File: src/rtl/fa_using_ha_pkg.sv
// fa_using_ha_pkg
// Shared definitions for the registered ripple-carry adder:
//   FA_WIDTH_MAX  - widest operand the adder is meant to be built at
//   fa_result_t   - registered result bundle (sum, carry, ovf)
//   FA_RESULT_RST - value the result registers take on reset (all zeros)
package fa_using_ha_pkg;

   localparam int FA_WIDTH_MAX = 64;

   typedef struct packed {
      logic [FA_WIDTH_MAX-1:0] sum;
      logic                    carry;
      logic                    ovf;
   } fa_result_t;

   localparam fa_result_t FA_RESULT_RST = '0;

endpackage

File: src/rtl/fa_using_ha_half_adder.sv
// half_adder
// Purely combinational half adder. Two of these plus an OR form one full-adder bit.
// Ports:
//   a, b : input bits
//   s    : a ^ b
//   c    : a & b
module half_adder (
   input  logic a,
   input  logic b,
   output logic s,
   output logic c
);

   assign s = a ^ b;
   assign c = a & b;

endmodule

File: src/rtl/fa_using_ha.sv
// fa_using_ha
// Registered ripple-carry adder, WIDTH bits (1..64). Each bit is two half
// adders and an OR; the carry ripples LSB to MSB. Results are registered
// with one cycle of latency, held while En is low, and cleared by a
// synchronous active-low reset that overrides En.
// Optional feature macro: FA_USING_HA_OVF_EN adds the Ovf port and register
// (two's-complement overflow of the sum).
// Ports:
//   clk    : rising-edge clock
//   rst_n  : synchronous active-low reset
//   En     : load enable for the output registers
//   A, B   : unsigned addends, WIDTH bits
//   Cin    : carry into bit 0
//   Sum    : registered sum, WIDTH bits
//   Carry  : registered carry out of the MSB
//   Ovf    : registered signed overflow (FA_USING_HA_OVF_EN only)
module fa_using_ha
   import fa_using_ha_pkg::*;
#(
   parameter int WIDTH = 1
) (
   input  logic             clk,
   input  logic             rst_n,
   input  logic             En,
   input  logic [WIDTH-1:0] A,
   input  logic [WIDTH-1:0] B,
   input  logic             Cin,
   output logic [WIDTH-1:0] Sum,
`ifdef FA_USING_HA_OVF_EN
   output logic             Ovf,
`endif
   output logic             Carry
);

   if (WIDTH < 1 || WIDTH > FA_WIDTH_MAX) begin : g_bad_width
      $error("fa_using_ha: WIDTH out of range");
   end

   // c[i] is the carry into bit i; c[WIDTH] is the carry out.
   logic [WIDTH:0]   c;
   logic [WIDTH-1:0] sum_d;
   logic [WIDTH-1:0] sum_q;
   logic             carry_d;
   logic             carry_q;

   assign c[0] = Cin;

   for (genvar i = 0; i < WIDTH; i++) begin : g_bit
      logic p;
      logic g;
      logic h;

      half_adder u_ha_pg (
         .a (A[i]),
         .b (B[i]),
         .s (p),
         .c (g)
      );

      half_adder u_ha_sc (
         .a (p),
         .b (c[i]),
         .s (sum_d[i]),
         .c (h)
      );

      assign c[i+1] = g | h;
   end

   always_comb begin
      carry_d = c[WIDTH];
   end

   always_ff @(posedge clk) begin
      if (!rst_n) begin
         sum_q   <= FA_RESULT_RST.sum[WIDTH-1:0];
         carry_q <= FA_RESULT_RST.carry;
      end else if (En) begin
         sum_q   <= sum_d;
         carry_q <= carry_d;
      end
   end

   assign Sum   = sum_q;
   assign Carry = carry_q;

`ifdef FA_USING_HA_OVF_EN
   logic ovf_d;
   logic ovf_q;

   // Signed overflow: carry into the MSB differs from carry out of it.
   always_comb begin
      ovf_d = c[WIDTH] ^ c[WIDTH-1];
   end

   always_ff @(posedge clk) begin
      if (!rst_n) begin
         ovf_q <= FA_RESULT_RST.ovf;
      end else if (En) begin
         ovf_q <= ovf_d;
      end
   end

   assign Ovf = ovf_q;
`endif

endmodule

File: config.mk
export PLATFORM = sky130hd
export DESIGN_NAME = fa_using_ha
export DESIGN_NICKNAME = d
export VERILOG_FILES = /design/src/rtl/fa_using_ha_pkg.sv /design/src/rtl/fa_using_ha_half_adder.sv /design/src/rtl/fa_using_ha.sv
export SDC_FILE = /design/constraint.sdc
export NUM_CORES = 1
export LEC_CHECK = 0
export ABC_AREA = 1
export CAP_MARGIN = 5
export CORE_AREA = 2 2 39 41
export CTS_CLUSTER_SIZE = 14
export DETAILED_ROUTE_END_ITERATION = 6
export DIE_AREA = 0 0 41 43
export PLACE_DENSITY = 0.34
export SYNTH_ARGS = -nofsm -noshare
export SYNTH_HDL_FRONTEND = slang
export SYNTH_SLANG_ARGS = --single-unit
File: constraint.sdc
create_clock -name clk -period 2.3 [get_ports clk]
set_input_delay 0.46 -clock clk [delete_from_list [all_inputs] [get_ports clk]]
set_output_delay 0.46 -clock clk [all_outputs]
set_load 0.05 [all_outputs]
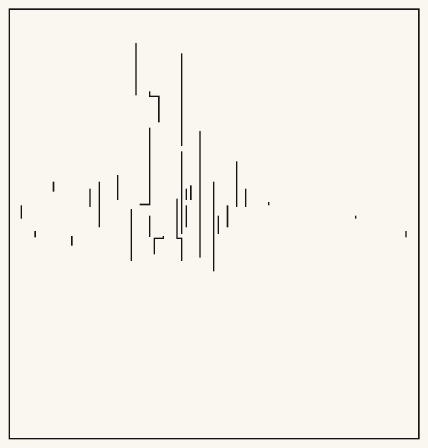
Figure 1: met2 routing.
The longest straight run is 12.6 um. The layer carries 99.4 um of wire.

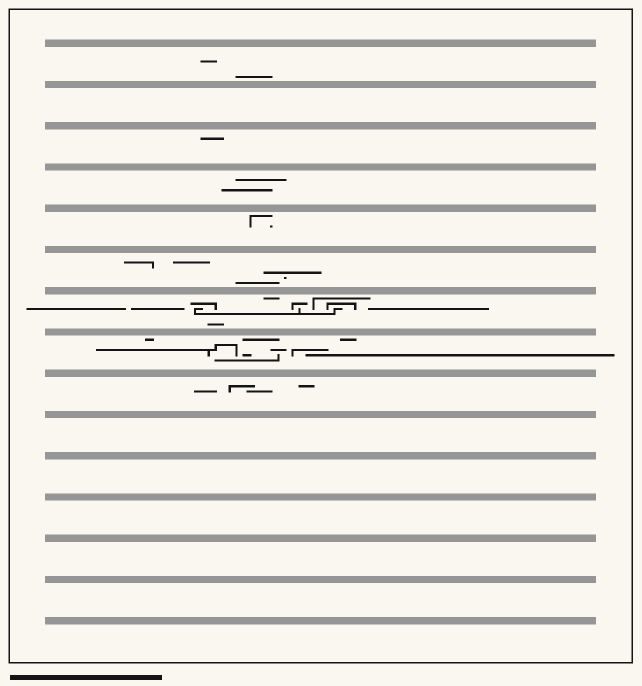
Figure 2: M1 wires.
Bar = 10 um. Supply wires on this layer in grey.
The layer carries 114 um of wire. The longest straight run is 20.2 um. The layer holds 44% of the routed length. 25 nets have wire on it. The wires run mostly horizontal.

==> results.cfg <==
; generated from flow reports
[synthesis]
synthAoiAreaFrac = 0
syn-cell-area_sq_um = 97.59
adder_share = 0.2051
ys_sh_xor = 0
yosys-stat-cells = 13
ys_ff = 2
syn_avg_cell_area_sq_um = 7.507
synthTopLogicFamily = simple AND/OR/NAND/NOR gates
synth.area.top_cells = dfxtp_1 41%, fa_1 21%, nand2_1 15%
top_cell_area_share = 0.4103
netlist_instances = 13
yosys_area_sq_um = 97.59
yosysWarnings = 0
synth_simple_gate_area_share = 0.3077
ys_seq_share = 0.4103
synthMuxAreaShare = 0
fp_nets = 20
synth_cell_types = 5

[critical_path]
slowest_stage = clkdlybuf4s50_1
crit_path_max_incr_delay_ns = 0.80
reg2regPathDepth = 2
crit_type = register to primary output
crit_path_end_kind = primary output
path_delay_family = buffers and inverters
crit_arrival_ns = 1.34
critPathBufInv = 1
cp.depth = 1
startpoint_type = register
r2r_slack_ns = 1.75
cp.required_ns = 1.84
worst-path-max-fanout = 2

[die]
die_h_um = 43
row_count = 14
die_w_um = 41
fp_util = 0.07052
dieArea_sq_um = 1763
design.core.area_sq_um = 1384
num_io_pins = 8

[final_timing]
worstMarginPinSlew_ns = 0.4991
fmax_ghz = 0.5541
finalCritPeriodShare = 0.7846
maxSlewHeadroom = 0.6662
min_period_ns = 1.805
rsz0062_at_grt = no
skew_ns = 0
setup_viol = 0
hold_viol = 0
fin_setup_tns_ns = 0
slew_viol_final = 0

[route]
drt_iter0_markers = 5
vias_per_cell = 2.949
wire_per_inst_um = 6.641
num_vias = 115
finalWirelength_um = 259
postRouteAntennaNets = 0
drc_errors = 0

[global_routing]
first_global_vias = 124
grt_first_pass_wirelength_um = 448
grt_max_degree = 5
grt.total_usage = 0.04814
antenna_found_initial = 0
grt_overflow = 0

[finish]
n_antenna_cell = 0
design_area_sq_um = 210.2
drive_above_1_share = 0.1304
final_util = 0.1519
area_growth_pct = 115.4

[clocking]
cts_resized = 0
cts_setup_buffers = 0
tritoncts = yes
cts_buffers = 3
cts_buffer_depth = 2
htree_levels = 1
ctsHoldBuffers = 0
cts.reportedPaths.clkPinSlew_ns = 0.03
clock-sinks = 2
clk_latency_ns = 0.22
cts_root_buf = clkbuf_4

[run]
maxCapViolations = 0
warning_count = 26

[status]
status = completed

[power_and_ir_drop]
p_leak_uw = 0.00009412
ir_drop_mv = 0.1163

[place]
gp_congestion = 0.5296
dp_hpwl_um = 194.3
numPortBuffers = 7
place_area_sq_um = 187.7

[min_path]
min_path_cells = 2
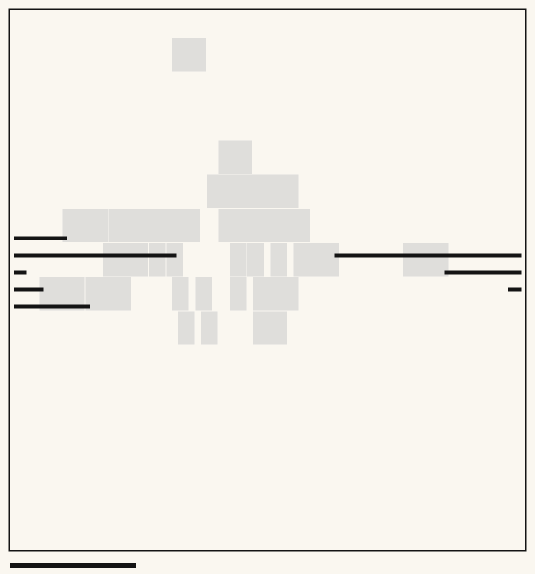
Figure 3: the metal 3 layer.
Bar = 10 um. Cells faint in the background.
The longest straight run is 14.6 um. The layer carries 46.4 um of wire. The layer holds 18% of the routed length. The wires run mostly horizontal. 8 nets have wire on it.

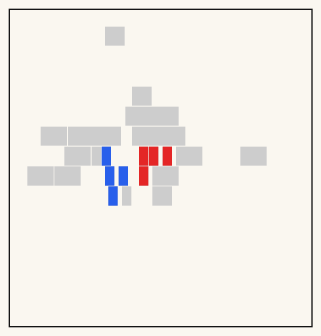
Figure 4: gate-type map.
Blue is NAND gates, cells 4, most used nand2_1. Red is NOR gates, cells 4, most used nor2_1, where centre.

==> routing by layer <==
layer / track usage / vias up / share of wire
met1: 0.03846 / 49 / 0.44
met4: 0.08000 / 0 / 0
met5: 0 / - / 0
met2: 0.04375 / 8 / 0.38
li1: - / 58 / -
met3: 0.05236 / 0 / 0.18
==> cell usage in the layout (no fill, tap or decap) <==
cell and instances:
clkbuf_4 3, nand2_1 4, fa_1 1, clkdlybuf4s50_1 7
inv_1 2, nor2_1 4, dfxtp_1 2
==> layout make-up <==
cell class	instances	area, sq um
fillers	154	1174
repair buffers	7	70.07
multi-input cells	9	50.05
flip-flops and latches	2	40.04
clock buffers	3	22.52
well taps	16	20.02
inverters	2	7.507
==> through the flow <==
| stage | hold WS [ns] | worst slack [ns] | std cells | power [uW] |
|---|---|---|---|---|
| detailed placement | 0.4816 | 0.5901 | 36 | 74.51 |
| finish | 0.4781 | 0.4953 | 39 | 152.0 |
| global route | 0.5087 | 0.4512 | 39 | 161.5 |
| floorplan | 0.5804 | 1.087 | 13 | 57.05 |
| global placement | 0.4676 | 0.6270 | 36 | 73.13 |
| CTS | 0.4855 | 0.4758 | 39 | 158.2 |
==> synth_stat cells (all sizes together) <==
master / count
nor2: 4
inv: 2
dfxtp: 2
nand2: 4
fa: 1
==> power breakdown <==
part	leakage, uW	switching [uW]	internal, uW
sequential	0.0000166	1.35	37.9
clock	0.0000138	20.7	57.6
combinational	0.0000637	18.3	16.2
total	0.0000941	40.3	112
==> worst paths after layout <==
path | start | to
max | Sum | Sum
min | Carry | Carry
max reg2reg | Sum | Sum
min reg2reg | Carry | Carry
==> sequential cells by signal, summed over array words and instances, names as in the netlist <==
signal,cells
Carry,1
Sum,1
==> tightest hold or removal path, cell delays in order (launching register included) <==
cell and delay (ns):
dfxtp_1 0.30, nor2_1 0.08, nor2_1 0.05
Power is estimated from default activity; no workload was simulated.
